==> src/rtl/bias_pkg.sv <==
// Shared types and constants for the bias bank loader.
// Holds the controller state enum and saturation bound helpers.
package bias_pkg;

  typedef enum logic [1:0] {
    IDLE  = 2'd0,
    LOAD  = 2'd1,
    SERVE = 2'd2
  } bias_state_e;

  function automatic longint sat_max(input int w);
    return (longint'(1) <<< (w - 1)) - longint'(1);
  endfunction

  function automatic longint sat_min(input int w);
    return -(longint'(1) <<< (w - 1));
  endfunction

endpackage

==> src/rtl/bias_sat_add.sv <==
// Single-lane registered signed adder, clamped to the
// representable range of W bits.
import bias_pkg::*;

module bias_sat_add #(
  parameter int W = 18
) (
  input  logic         clk,
  input  logic         rst_n,
  input  logic [W-1:0] a,
  input  logic [W-1:0] b,
  output logic [W-1:0] s
);

  localparam logic [W-1:0] MAX_V = W'(sat_max(W));
  localparam logic [W-1:0] MIN_V = W'(sat_min(W));

  logic [W:0]   sum;
  logic [W-1:0] s_d;
  logic [W-1:0] s_q;

  always_comb begin
    sum = {a[W-1], a} + {b[W-1], b};
    s_d = sum[W-1:0];
    // top two bits disagree only on overflow
    if (sum[W] != sum[W-1]) begin
      s_d = sum[W] ? MIN_V : MAX_V;
    end
  end

  always_ff @(posedge clk or negedge rst_n) begin
    if (!rst_n) begin
      s_q <= '0;
    end else begin
      s_q <= s_d;
    end
  end

  assign s = s_q;

endmodule

==> src/rtl/bias_bank_loader.sv <==
// Bias bank: streams a full bank in, then serves one group per step.
// Optional saturating bias add is enabled with BIAS_SAT_ADD_EN.
import bias_pkg::*;

module bias_bank_loader #(
  parameter int N_adder_tree = 16,
  parameter int DATA_W       = 18,
  parameter int N_GROUPS     = 8
) (
  input  logic                             clk,
  input  logic                             rst_n,
  input  logic                             load_start,
  input  logic                             ld_valid,
  input  logic [DATA_W-1:0]                ld_data,
  output logic                             ld_ready,
  output logic                             load_done,
  input  logic                             grp_next,
  input  logic                             grp_clr,
  output logic [N_adder_tree*DATA_W-1:0]   q,
  output logic                             q_valid,
  output logic [$clog2(N_GROUPS)-1:0]      grp_idx,
  output logic                             grp_wrap
`ifdef BIAS_SAT_ADD_EN
  ,
  input  logic [N_adder_tree*DATA_W-1:0]   acc_in,
  output logic [N_adder_tree*DATA_W-1:0]   sum_out
`endif
);

  localparam int LW = (N_adder_tree > 1) ? $clog2(N_adder_tree) : 1;
  localparam int GW = $clog2(N_GROUPS);
  localparam int QW = N_adder_tree * DATA_W;

  localparam logic [LW-1:0] LANE_LAST = LW'(N_adder_tree - 1);
  localparam logic [GW-1:0] GRP_LAST  = GW'(N_GROUPS - 1);

  bias_state_e state_q, state_d;

  logic [LW-1:0] wr_lane_q, wr_lane_d;
  logic [GW-1:0] wr_grp_q, wr_grp_d;
  logic [GW-1:0] grp_idx_q, grp_idx_d;
  logic [QW-1:0] q_q, q_d;
  logic          q_valid_q, q_valid_d;
  logic          load_done_q, load_done_d;
  logic          grp_wrap_q, grp_wrap_d;

  logic [DATA_W-1:0] mem [N_GROUPS][N_adder_tree];

  logic accept;
  logic last_word;

  assign accept    = (state_q == LOAD) && ld_valid;
  assign last_word = (wr_lane_q == LANE_LAST) && (wr_grp_q == GRP_LAST);

  always_comb begin
    state_d     = state_q;
    wr_lane_d   = wr_lane_q;
    wr_grp_d    = wr_grp_q;
    grp_idx_d   = grp_idx_q;
    q_d         = q_q;
    q_valid_d   = q_valid_q;
    load_done_d = 1'b0;
    grp_wrap_d  = 1'b0;

    unique case (state_q)
      IDLE: begin
        if (load_start) begin
          state_d   = LOAD;
          wr_lane_d = '0;
          wr_grp_d  = '0;
          q_valid_d = 1'b0;
          grp_idx_d = '0;
        end
      end
      LOAD: begin
        if (accept) begin
          if (last_word) begin
            state_d     = SERVE;
            load_done_d = 1'b1;
            wr_lane_d   = '0;
            wr_grp_d    = '0;
          end else if (wr_lane_q == LANE_LAST) begin
            wr_lane_d = '0;
            wr_grp_d  = wr_grp_q + 1'b1;
          end else begin
            wr_lane_d = wr_lane_q + 1'b1;
          end
        end
      end
      SERVE: begin
        if (load_start) begin
          state_d   = LOAD;
          wr_lane_d = '0;
          wr_grp_d  = '0;
          q_valid_d = 1'b0;
          grp_idx_d = '0;
        end else begin
          q_valid_d = 1'b1;
          for (int i = 0; i < N_adder_tree; i++) begin
            q_d[i*DATA_W +: DATA_W] = mem[grp_idx_q][i];
          end
          if (grp_clr) begin
            grp_idx_d = '0;
          end else if (grp_next) begin
            if (grp_idx_q == GRP_LAST) begin
              grp_idx_d  = '0;
              grp_wrap_d = 1'b1;
            end else begin
              grp_idx_d = grp_idx_q + 1'b1;
            end
          end
        end
      end
      default: state_d = IDLE;
    endcase
  end

  always_ff @(posedge clk or negedge rst_n) begin
    if (!rst_n) begin
      state_q     <= IDLE;
      wr_lane_q   <= '0;
      wr_grp_q    <= '0;
      grp_idx_q   <= '0;
      q_q         <= '0;
      q_valid_q   <= 1'b0;
      load_done_q <= 1'b0;
      grp_wrap_q  <= 1'b0;
    end else begin
      state_q     <= state_d;
      wr_lane_q   <= wr_lane_d;
      wr_grp_q    <= wr_grp_d;
      grp_idx_q   <= grp_idx_d;
      q_q         <= q_d;
      q_valid_q   <= q_valid_d;
      load_done_q <= load_done_d;
      grp_wrap_q  <= grp_wrap_d;
    end
  end

  // storage is fully rewritten before q_valid can rise
  always_ff @(posedge clk) begin
    if (accept) begin
      mem[wr_grp_q][wr_lane_q] <= ld_data;
    end
  end

  assign ld_ready  = (state_q == LOAD);
  assign load_done = load_done_q;
  assign q         = q_q;
  assign q_valid   = q_valid_q;
  assign grp_idx   = grp_idx_q;
  assign grp_wrap  = grp_wrap_q;

`ifdef BIAS_SAT_ADD_EN
  for (genvar g = 0; g < N_adder_tree; g++) begin : g_sat
    bias_sat_add #(
      .W(DATA_W)
    ) u_add (
      .clk  (clk),
      .rst_n(rst_n),
      .a    (q_q[g*DATA_W +: DATA_W]),
      .b    (acc_in[g*DATA_W +: DATA_W]),
      .s    (sum_out[g*DATA_W +: DATA_W])
    );
  end
`endif

endmodule
==> config.mk <==
export PLATFORM = sky130hd
export DESIGN_NAME = bias_bank_loader
export DESIGN_NICKNAME = d
export VERILOG_FILES = /design/src/rtl/bias_pkg.sv /design/src/rtl/bias_sat_add.sv /design/src/rtl/bias_bank_loader.sv
export SDC_FILE = /design/constraint.sdc
export NUM_CORES = 2
export LEC_CHECK = 0
export CAP_MARGIN = 5
export CORE_MARGIN = 2
export CORE_UTILIZATION = 35
export CTS_CLUSTER_DIAMETER = 120
export DETAILED_ROUTE_END_ITERATION = 6
export HOLD_SLACK_MARGIN = 0.1
export MAX_ROUTING_LAYER = met4
export PLACE_DENSITY = 0.52
export SETUP_SLACK_MARGIN = 0.1
export SLEW_MARGIN = 20
export SYNTH_ARGS = -nofsm -noshare
export SYNTH_HDL_FRONTEND = slang
export SYNTH_SLANG_ARGS = --single-unit
export TNS_END_PERCENT = 50
==> constraint.sdc <==
create_clock -name clk -period 5.78 [get_ports clk]
set_input_delay 1.445 -clock clk [delete_from_list [all_inputs] [get_ports clk]]
set_output_delay 1.445 -clock clk [all_outputs]
set_load 0.1 [all_outputs]
Metal 3:
Bar = 200 microns.
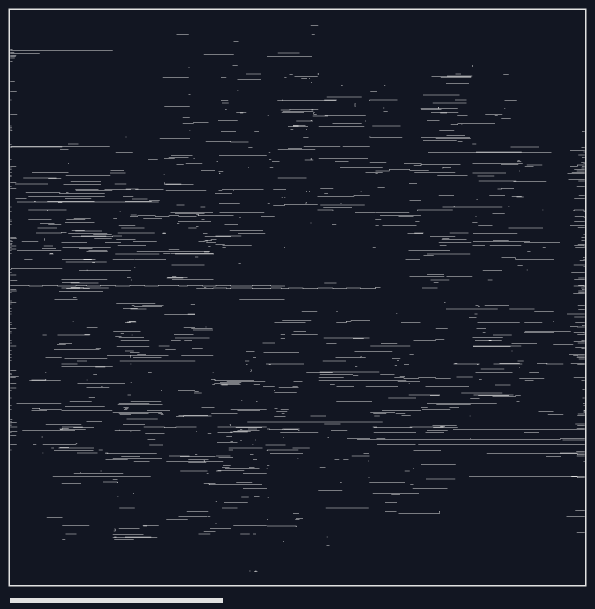
main direction = horizontal
nets with wire on the layer = 510
longest straight run = 191 microns
aggregate routed wire length: 293000 microns
met3 usage: 0.0253
Vias: 51800

Placed cells, one colour a class:
Fill, decap, tap and diode cells in grey.
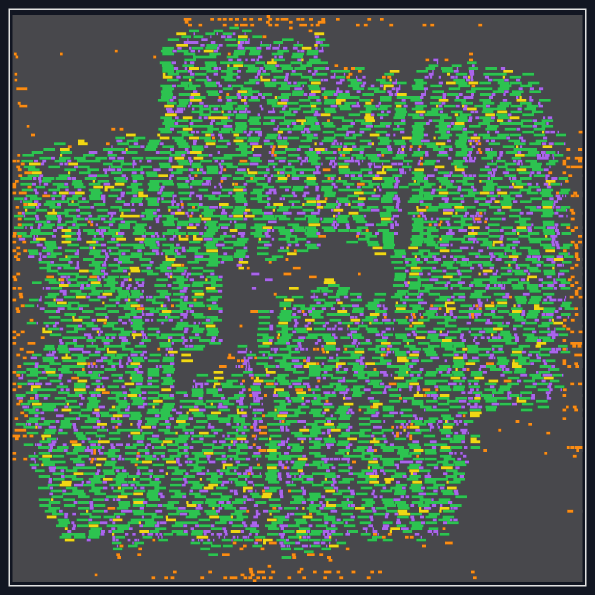
sequential cells -> green  # cells 2607
clock drivers and dummy loads -> yellow  # cells 519
remaining buffers and delay cells -> orange  # cells 486
combinational and other logic -> purple  # cells 2423
row count: 196
area of the core: 0.286 sq mm
Final Core Density: 0.412
Final Cell Area: 0.118 sq mm

Port wiring:
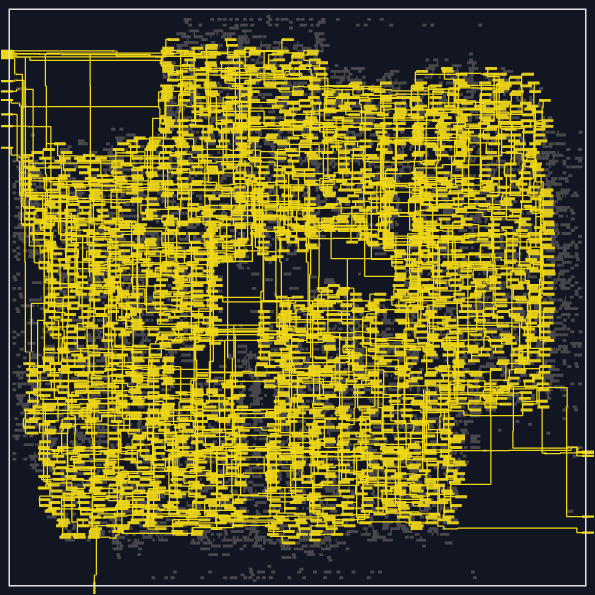
`ld_data` -> yellow  # bits 18, direction input, edge 12 west, 5 east, 1 south, end cells 2304, buffers 42, wire 61.4 mm
IO Pins: 319
Port Buffers: 318

Placement view:
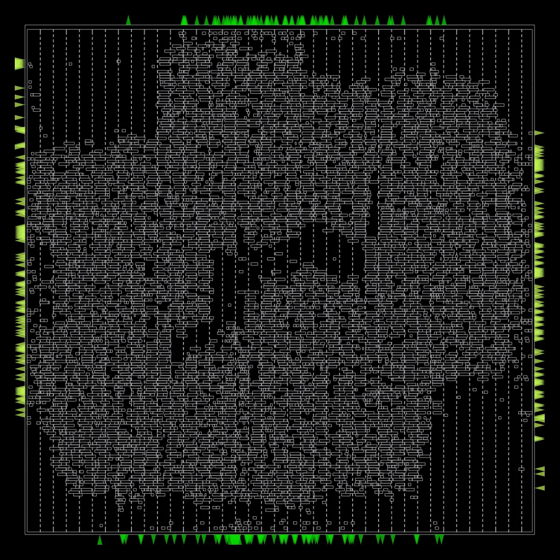
Seq area share: 0.653
Fillers: 25300
Non-Filler Instances: 9807
flip-flops: 2607
# Taps: 3762

==> qor.txt <==
Run status -> finished, final reports clean
Critical path depth -> 2
HP Class -> reg2reg
Post-CTS Resized -> 0
Total clock sinks -> 2607
H-tree levels -> 5
Cells in synth_stat.txt -> 5363
Height of the die -> 541 microns
Comb area -> 0.0221 sq mm
Pleak -> 37.8 nW
Reg area -> 0.0768 sq mm
Wire per inst -> 29.9 microns
CTS tree -> done
Clock Pin Slew Worst Setup and Hold Paths -> 0.06 ns
DR DRC count -> 0
Crit path DRT -> 4.34 ns
Clk_skew -> 0.0594 ns
P per Cell Area -> 345 mW/mm^2
Ys async rst share -> 0.116
TNS Setup -> 0 ns
Critical Path Max Stage Delay -> 1.24 ns
Die width -> 541 microns
Synth Flop Type -> edfxtp_1
Post-synthesis sequential area ratio -> 0.762
TritonCTS buffer count -> 287
Rel. slew slack -> 0.0451
Worst-Margin Slew -> 1.43 ns
Routability cong. -> 0.762
Top Layout Cells -> edfxtp_1 (2304), mux2i_1 (577), mux2_2 (471)
Initial DRC count -> 5148
Critical R2R Capture -> mem[3][90]
Crit path max fanout -> 12
Placed cell count -> 9278
R2r worst-path depth -> 4
Top cell type's share of synthesized area -> 0.687
Yosys top cell by area -> edfxtp_1
DRT antenna net count -> 0
HPWL Detailed -> 169000 microns
CP endpoint kind -> output pin
Post-CTS Repair Setup Buffers -> 0
Worst setup SP type -> flop
EDFF count, synth -> 2304
-- state kept, by name, indices dropped and copies added, names as in the netlist --
name and flops:
q 288, wr_grp_q 3, grp_idx 3, state_q 2, mem 2304, grp_wrap 1, wr_lane_q 4, load_done 1
q_valid 1
-- power breakdown --
| part | switching [mW] | total (mW) | leakage, nW | internal, mW |
|---|---|---|---|---|
| logic | 1.48 | 1.74 | 8.43 | 0.261 |
| clock network | 7.47 | 17.9 | 4.46 | 10.4 |
| registers | 0.111 | 20.9 | 24.9 | 20.8 |
-- cell usage after synthesis, types with 3 or more instances --
cell type  number
edfxtp_1     2304
mux2i_1       577
mux2_2        471
dfrtp_1       303
nand2_1       243
a22o_1        233
o22ai_1       233
o31ai_2       185
nor2_1        134
buf_2         118
buf_6          75
clkbuf_1       72
nor2b_1        60
buf_4          58
mux4_2         55
o221ai_1       55
o22a_1         55
o31ai_1        48
nand3_1        15
inv_1           9
ha_1            8
nand4_1         8
buf_8           7
a21oi_1         5
o21ai_0         5
nand2b_1        4
buf_1           3
nand3b_1        3
nor3b_1         3
-- stage by stage --
step	util	area (sq um)	total power, mW	setup slack [ns]	hold slack, ns
finish	0.412	118000	40.6	1.20	0.479
global route	0.412	118000	41.7	1.17	0.511
CTS	0.412	118000	41.0	1.14	0.486
detailed placement	0.380	108000	23.1	1.20	0.473
global placement	0.380	108000	23.1	1.28	0.465
floorplan	-	101000	21.7	2.41	0.548
-- per-layer routing --
layer  up-vias  wire (microns)  track usage
met4         0            6250       0.0457
li1      22400               -            -
met3       326           15800       0.0253
met2      1648          138000        0.316
met1     27500          133000        0.284
met5         -               0            -
-- worst min-delay path by stage --
stage | startpoint | end | slack [ns] | cells after the start
after floorplan | wr_lane_q[0] | wr_lane_q[0] | 0.55 | 1
after global placement | q[133] | q[133] | 0.47 | 2
after detailed placement | q[256] | q[256] | 0.47 | 2
after CTS | q[256] | q[256] | 0.49 | 2
after global routing | q[29] | q[29] | 0.51 | 2
final | q[256] | q[256] | 0.48 | 2
-- worst register-to-register path, delay by kind of cell (launching register included) --
kind,cells,cell delay (ns)
buffers and inverters,1,0.30
DFF,1,0.48
and+or+nand+nor,3,2.38
-- cells by family after synthesis --
family	count (synthesis)	synth area share
adder cells (fa/ha/maj)	8	0.000993
buffers and inverters	342	0.0227
flip-flops	2607	0.762
XOR/XNOR	1	0.0000869
multiplexers	1103	0.122
AND/OR/NAND/NOR	482	0.0206
AND-OR/OR-AND	820	0.0714
-- cell type report --
type,instances,share of cell area
repair buffers,486,0.0409
multi-input cells,2414,0.188
clock buffers,395,0.0676
well taps,3762,0.0400
inverters,9,0.000287
clock inverters,124,0.0102
flip-flops and latches,2607,0.653
diodes,10,0.000213
Power and IR drop assume default switching activity.
